--- src/rtl/hx711_pkg.sv ---
// Shared types for the HX711 measurement sequencer: FSM states, gain codes, 24-bit saturation.
// Latency: n/a (types and a pure function only).
// Backpressure: n/a.
package hx711_pkg;

  typedef enum logic [2:0] {
    ST_IDLE,
    ST_SETTLE,
    ST_ACCUM,
    ST_FINISH,
    ST_ERROR
  } state_t;

  // Extra PD_SCK pulse count after each conversion selects channel and gain.
  localparam logic [1:0] GAIN_A128 = 2'd1;
  localparam logic [1:0] GAIN_B32  = 2'd2;
  localparam logic [1:0] GAIN_A64  = 2'd3;

  // Clamp a 25-bit signed difference into the 24-bit signed range.
  function automatic logic [23:0] sat24(input logic signed [24:0] d);
    if (d[24] != d[23]) begin
      return d[24] ? 24'h800000 : 24'h7FFFFF;
    end
    return d[23:0];
  endfunction

endpackage

--- src/rtl/hx711_timeout.sv ---
// Reloadable cycle counter that flags when no sample has arrived for TIMEOUT_CYC cycles.
// Latency: expired_o is combinational from the counter register; clear takes effect next cycle.
// Backpressure: none; counts only while en_i is high.
// Ports: clk_i/rst_i clock and sync reset; clr_i restarts the count; en_i enables counting;
//        expired_o high while enabled and TIMEOUT_CYC cycles have elapsed since the last clear.
module hx711_timeout #(
  parameter int TIMEOUT_CYC = 1_000_000
) (
  input  logic clk_i,
  input  logic rst_i,
  input  logic clr_i,
  input  logic en_i,
  output logic expired_o
);

  localparam int CW = $clog2(TIMEOUT_CYC + 1);

  logic [CW-1:0] cnt_q, cnt_d;

  // Counter starts at 0 in the first cycle after a clear, so reaching
  // TIMEOUT_CYC-1 means TIMEOUT_CYC full cycles have gone by.
  assign expired_o = en_i && (cnt_q == CW'(TIMEOUT_CYC - 1));

  always_comb begin
    cnt_d = cnt_q;
    if (clr_i) begin
      cnt_d = '0;
    end else if (en_i && !expired_o) begin
      cnt_d = cnt_q + CW'(1);
    end
  end

  always_ff @(posedge clk_i) begin
    if (rst_i) begin
      cnt_q <= '0;
    end else begin
      cnt_q <= cnt_d;
    end
  end

endmodule

--- src/rtl/hx711_meas_ctrl.sv ---
// HX711 measurement sequencer: gain select, settle discard, 2^AVG_LOG2 averaging, tare, saturation.
// Latency: start->rx_en 1 cycle; last accumulated sample->result_valid 2 cycles.
// Backpressure: none; start/tare while busy are dropped, samples outside SETTLE/ACCUM ignored.
// Ports: start_i/tare_i op pulses, gain_req_i gain code (0 -> 1), s_valid_i/sample_i receiver word;
//        rx_en_o/extra_pulses_o receiver control, result_o/result_valid_o measurement,
//        tare_done_o offset update strobe, busy_o non-idle, err_timeout_o sticky timeout flag.
module hx711_meas_ctrl
  import hx711_pkg::*;
#(
  parameter int AVG_LOG2    = 2,
  parameter int TIMEOUT_CYC = 1_000_000,
  parameter int DISCARD     = 1
) (
  input  logic        clk_i,
  input  logic        rst_i,
  input  logic        start_i,
  input  logic        tare_i,
  input  logic [1:0]  gain_req_i,
  input  logic        s_valid_i,
  input  logic [23:0] sample_i,
  output logic        rx_en_o,
  output logic [1:0]  extra_pulses_o,
  output logic [23:0] result_o,
  output logic        result_valid_o,
  output logic        tare_done_o,
  output logic        busy_o,
  output logic        err_timeout_o
);

  localparam int ACC_W = 24 + AVG_LOG2;
  localparam int NS    = 1 << AVG_LOG2;
  localparam int CNT_W = AVG_LOG2 + 1;
  localparam int DW    = (DISCARD < 1) ? 1 : $clog2(DISCARD + 1);

  state_t                    state_q, state_d;
  logic                      tare_op_q, tare_op_d;
  logic                      first_q, first_d;
  logic [1:0]                gain_q, gain_d;
  logic [DW-1:0]             disc_q, disc_d;
  logic signed [ACC_W-1:0]   acc_q, acc_d;
  logic [CNT_W-1:0]          nsamp_q, nsamp_d;
  logic [23:0]               offset_q, offset_d;
  logic [23:0]               result_q, result_d;
  logic                      rv_q, rv_d;
  logic                      td_q, td_d;
  logic                      err_q, err_d;
  logic                      rx_en_q, rx_en_d;
  logic                      busy_q, busy_d;

  logic                      tmo_clr, tmo_en, tmo_exp;
  logic [1:0]                gain_sel;
  logic [23:0]               avg;
  logic signed [24:0]        diff;

  assign tmo_en = (state_q == ST_SETTLE) || (state_q == ST_ACCUM);

  hx711_timeout #(.TIMEOUT_CYC(TIMEOUT_CYC)) u_timeout (
    .clk_i     (clk_i),
    .rst_i     (rst_i),
    .clr_i     (tmo_clr),
    .en_i      (tmo_en),
    .expired_o (tmo_exp)
  );

  always_comb begin
    state_d   = state_q;
    tare_op_d = tare_op_q;
    first_d   = first_q;
    gain_d    = gain_q;
    disc_d    = disc_q;
    acc_d     = acc_q;
    nsamp_d   = nsamp_q;
    offset_d  = offset_q;
    result_d  = result_q;
    rv_d      = 1'b0;
    td_d      = 1'b0;
    err_d     = err_q;
    tmo_clr   = 1'b0;

    gain_sel = (gain_req_i == 2'd0) ? GAIN_A128 : gain_req_i;
    // Arithmetic shift floors toward -inf, which is the intended rounding.
    avg  = 24'(acc_q >>> AVG_LOG2);
    diff = $signed({avg[23], avg}) - $signed({offset_q[23], offset_q});

    case (state_q)
      ST_IDLE: begin
        if (start_i || tare_i) begin
          tare_op_d = tare_i;
          gain_d    = gain_sel;
          first_d   = 1'b0;
          err_d     = 1'b0;
          tmo_clr   = 1'b1;
          // The first conversion after a gain change uses the previous gain setting.
          if ((DISCARD > 0) && (first_q || (gain_sel != gain_q))) begin
            state_d = ST_SETTLE;
            disc_d  = DW'(DISCARD);
          end else begin
            state_d = ST_ACCUM;
            acc_d   = '0;
            nsamp_d = '0;
          end
        end
      end
      ST_SETTLE: begin
        if (s_valid_i) begin
          tmo_clr = 1'b1;
          if (disc_q == DW'(1)) begin
            state_d = ST_ACCUM;
            acc_d   = '0;
            nsamp_d = '0;
          end else begin
            disc_d = disc_q - DW'(1);
          end
        end else if (tmo_exp) begin
          state_d = ST_ERROR;
        end
      end
      ST_ACCUM: begin
        if (s_valid_i) begin
          tmo_clr = 1'b1;
          acc_d   = acc_q + ACC_W'(signed'(sample_i));
          if (nsamp_q == CNT_W'(NS - 1)) begin
            state_d = ST_FINISH;
          end else begin
            nsamp_d = nsamp_q + CNT_W'(1);
          end
        end else if (tmo_exp) begin
          state_d = ST_ERROR;
        end
      end
      ST_FINISH: begin
        state_d = ST_IDLE;
        if (tare_op_q) begin
          offset_d = avg;
          td_d     = 1'b1;
        end else begin
          result_d = sat24(diff);
          rv_d     = 1'b1;
        end
      end
      ST_ERROR: begin
        state_d = ST_IDLE;
        acc_d   = '0;
      end
      default: state_d = ST_IDLE;
    endcase

    // Registered outputs follow the next state so they line up with the state change.
    rx_en_d = (state_d == ST_SETTLE) || (state_d == ST_ACCUM);
    busy_d  = (state_d != ST_IDLE);
    if (state_d == ST_ERROR) begin
      err_d = 1'b1;
    end
  end

  always_ff @(posedge clk_i) begin
    if (rst_i) begin
      state_q   <= ST_IDLE;
      tare_op_q <= 1'b0;
      first_q   <= 1'b1;
      gain_q    <= GAIN_A128;
      disc_q    <= '0;
      acc_q     <= '0;
      nsamp_q   <= '0;
      offset_q  <= '0;
      result_q  <= '0;
      rv_q      <= 1'b0;
      td_q      <= 1'b0;
      err_q     <= 1'b0;
      rx_en_q   <= 1'b0;
      busy_q    <= 1'b0;
    end else begin
      state_q   <= state_d;
      tare_op_q <= tare_op_d;
      first_q   <= first_d;
      gain_q    <= gain_d;
      disc_q    <= disc_d;
      acc_q     <= acc_d;
      nsamp_q   <= nsamp_d;
      offset_q  <= offset_d;
      result_q  <= result_d;
      rv_q      <= rv_d;
      td_q      <= td_d;
      err_q     <= err_d;
      rx_en_q   <= rx_en_d;
      busy_q    <= busy_d;
    end
  end

  assign rx_en_o        = rx_en_q;
  assign extra_pulses_o = gain_q;
  assign result_o       = result_q;
  assign result_valid_o = rv_q;
  assign tare_done_o    = td_q;
  assign busy_o         = busy_q;
  assign err_timeout_o  = err_q;

endmodule

--- config.mk ---
export PLATFORM = sky130hd
export DESIGN_NAME = hx711_meas_ctrl
export DESIGN_NICKNAME = d
export VERILOG_FILES = /design/src/rtl/hx711_pkg.sv /design/src/rtl/hx711_timeout.sv /design/src/rtl/hx711_meas_ctrl.sv
export SDC_FILE = /design/constraint.sdc
export NUM_CORES = 1
export LEC_CHECK = 0
export CAP_MARGIN = 20
export CORE_UTILIZATION = 25
export CTS_CLUSTER_DIAMETER = 80
export DETAILED_ROUTE_END_ITERATION = 8
export PLACE_DENSITY_LB_ADDON = 0.05
export REMOVE_ABC_BUFFERS = 1
export SYNTH_ARGS = -nofsm -noshare
export SYNTH_HDL_FRONTEND = slang
export SYNTH_HIERARCHICAL = 1
export SYNTH_SLANG_ARGS = --single-unit
--- constraint.sdc ---
create_clock -name clk_i -period 3.1 [get_ports clk_i]
set_clock_uncertainty 0.15 [all_clocks]
set_input_delay 0.62 -clock clk_i [delete_from_list [all_inputs] [get_ports clk_i]]
set_output_delay 0.62 -clock clk_i [all_outputs]
set_load 0.1 [all_outputs]
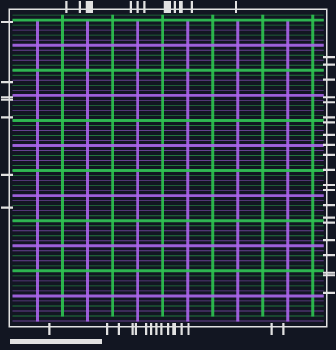
(images/pdn.png)
Bar = 50 um. Pins as bars on the die edge.
VDD: shown in green. VSS: shown in purple.
62 signal pins sit on the boundary. The core has 61 rows. 12 straps on met4. 12 straps on met5. 62 met1 rails follow the rows.

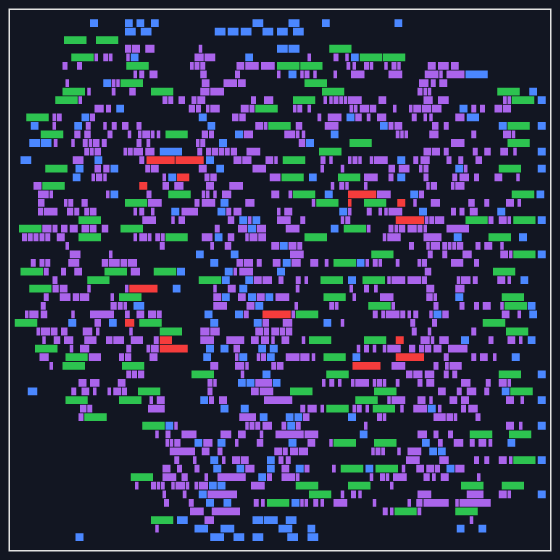
(images/cell_classes.png)
flip-flops: shown in green, cells 110, share of their area 25%. other buffers and delay cells: shown in blue, cells 180, share of their area 16%. all other logic: shown in purple, cells 774, share of their area 56%. clock drivers and dummy loads: shown in red, cells 16, share of their area 3.2%.
utilization after layout: 33.5%
Seq area share: 23.4%
core box area: 28,000 um^2

==> ci_impl_report.md <==
## Synthesis and layout report

| Metric | Value |
|---|---|
| Outcome | `finished, final reports clean` |
| Non-clock buffer share of cell area | `15.6%` |
| Slack of the critical path | `0.0466 ns` |
| Met2 wire length | `10.3 mm` |
| Synth cell count leaders | `dfxtp_1 (110), nand2_1 (102), a21oi_1 (98), nor2_1 (97), ha_1 (52)` |
| GRT overflow | `0` |
| Die X | `171 um` |
| Ys async rst share | `0%` |
| Register area share after synthesis | `30.7%` |
| Leakage | `3.81 nW` |
| XORs/XNORs by Area | `4.15%` |
| Most frequent logic cell in the layout | `buf_4` |
| WL met3 | `512 um` |
| Well Taps | `378` |
| YS chip area | `7180 um^2` |
| Final setup viols | `0` |
| Max reg flops | `26` |
| Comb/total area | `51.2%` |
| CP startpoint kind | `input port` |
| GRT met2 Usage | `26.1%` |
| Cells along the critical path | `clkdlybuf4s50_1, ha_2, a211oi_2, a32oi_1, a31oi_1, a21oi_2, a221o_1, a211oi_2, mux2_4, a31o_2` |
| Initial antenna violation count | `0` |
| Global-route wire length before repair | `35.0 mm` |
| Top_reg_cell synth | `dfxtp_1` |
| Yosys cell count | `928` |
| End of the worst hold path | `offset_q[5]` |
| Logic area | `4810 um^2` |
| Hold_sp | `offset_q[5]` |
| Largest class | `multi-input combinational cells` |
| Worst vdd ir | `0.000296 V` |
| Worst path slowest cell | `clkdlybuf4s50_1` |
| Largest net degree at the start of global routing | `37` |
| Critical-path maximum fanout | `3` |
| Vias per cell | `4.67` |
| Max-area cell share | `30.7%` |
| Post-route cell area | `9400 um^2` |
| Setup CP Type | `in2reg` |
| Area after DPL | `8880 um^2` |
| Port Buffers | `61` |
| Final setup TNS | `0 ns` |
| Initial DRC count | `212` |
| Post-Syn Area | `7180 um^2` |
| Io pins | `62` |
| Fillers | `3,021` |
| Worst-case reg-to-reg path depth | `10` |
| Sequential Area | `2200 um^2` |
| Antenna Nets Post-Route | `0` |
| Count of clock buffers in the final design | `10` |
| Worst r2r src | `acc_q[10]` |
| Yosys simple share | `25.5%` |
| Total Power | `3.54 mW` |
| Number of global-route vias before repair | `6,649` |
| GRT met1 Usage | `19.6%` |
| CP arrival | `3.16 ns` |
| # Max-Cap Violations | `0` |
| Max incr delay on CP | `0.44 ns` |
| Worst relative slew slack | `38.8%` |
| CTS tree | `done` |
| Reg with most FFs | `acc_q` |
| Top logic family | `simple AND/OR/NAND/NOR gates` |
| Chip area | `29,400 um^2` |
| Num rows | `61` |
| HPWL Detailed | `16.8 mm` |
| Reg2Reg Setup Slack | `0.16 ns` |
| Setup repair bufs after CTS | `0` |
| Most frequent CP cell | `a211oi_2` |
| Non-clock buffers | `180` |
| P&R area growth vs syn | `30.9%` |
| Starting density of the core | `25.6%` |
| CP Capture Type | `flip-flop` |
| AO/OA Area Share | `24.4%` |
| Worst R2R End | `result_o[1]` |
| Final clock-cell share | `3.01%` |
| Required @ worst endpoint | `3.20 ns` |
| H-tree Lvls | `3` |
| Latency at later pin | `0.36 ns` |
| Ratio of cells with drive above 1 in the final layout | `20.5%` |
| Cell Type Count | `81` |
| Post-synth EDFFs | `0` |
| Most common cell in the synthesized netlist | `dfxtp_1` |
| Post-synthesis adder-cell area fraction | `9.63%` |
| Multiplexer area fraction after synthesis | `0.436%` |
| Yosys warns | `6` |
| Fin crit period | `3.05 ns` |
| Combinational Gates | `730` |
| Synth area leader | `dfxtp_1` |
| Hold Slack | `0.306 ns` |
| DR top layer | `met4` |
| Fmax | `0.328 GHz` |
| Ant. Diodes | `0` |
| Flops after synth | `110` |
| Busiest grt layer | `met2` |
| Met1 WL | `10.5 mm` |
| Wirelength per Cell | `14.8 um` |
| Final hold violation count | `0` |
| Cell count after synthesis | `928` |
| Power Dens Cells | `376 nW/um^2` |
| Post-CTS sizing | `8` |
| CTS Hold Buffers Added | `0` |
| Flip-flops | `110` |
| Hold/Removal Path Class | `reg2reg` |
| Pins Over Slew Limit | `0` |
| Worst hold stages | `2` |
| Root Buffer | `clkbuf_16` |
| Clk sinks | `110` |
| Syn_area_per_cell | `7.73 um^2` |
| Synth area leaders | `dfxtp_1 (31%), ha_1 (9.1%), a21oi_1 (6.8%), nand2_1 (5.3%), nor2_1 (5.1%)` |
| Met3 Resource Use GR | `2.09%` |
| TritonRoute pass-1 iters | `4` |
| Final WL | `21.6 mm` |
| Clk slew on worst S/H paths | `0.08 ns` |
| Signal inverters | `44` |
| Total GRT Usage | `15.2%` |
| Pre-CTS setup slack | `-0.601 ns` |
| Final net count | `1,160` |
| Clock tree buffer depth | `2` |
| Via count | `6,804` |
| RePlAce Congestion | `0.768` |
| Most frequent cells in the layout | `buf_4 (148), dfxtp_1 (110), nand2_1 (102)` |
| # DRC | `0` |
| Num CTS Buffers | `9` |
| Final period util | `98.5%` |
| Die H | `171 um` |
| Tool Warnings | `26` |
| Finished Layout Cells | `1,458` |
| Post-Place Cells | `1,439` |
| Slew at the pin closest to its max-slew limit | `0.915 ns` |
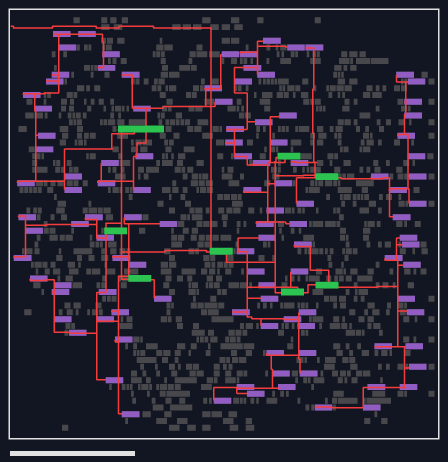
(images/clock_map.png)
Bar = 50 um.
flip-flops: shown in purple, count 110. cells driving clock nets: shown in green, count 9. clock wires: shown in red, length 1,880 um.
Position of the flops: widely spread.
Clock power frac: 33.2%
Clk power: 1.17 mW

-- critical path: cells and delay by family --
kind	cells	cell delay (ns)
compound gates	7	1.57
fa+ha+maj	1	0.21
buf+inv	1	0.44
mux	1	0.32
-- worst max path at each step --
stage                     cells after the start              start  slack [ns]   endpoint
after floorplan                               6  extra_pulses_o[0]       -0.25  acc_q[19]
after global placement                       10       sample_i[10]       -0.52  acc_q[23]
after detailed placement                     10       sample_i[10]       -0.60  acc_q[23]
after CTS                                    10       sample_i[10]       -0.07  acc_q[23]
after global routing                         10        sample_i[9]       -0.02  acc_q[23]
final                                        10        sample_i[9]        0.05  acc_q[23]
-- report_power, final --
group          internal [mW]  switching (mW)
registers               1.45          0.0289
clock network          0.561           0.611
logic                  0.339           0.546
total                   2.35            1.19
Power is estimated from default activity; no workload was simulated.
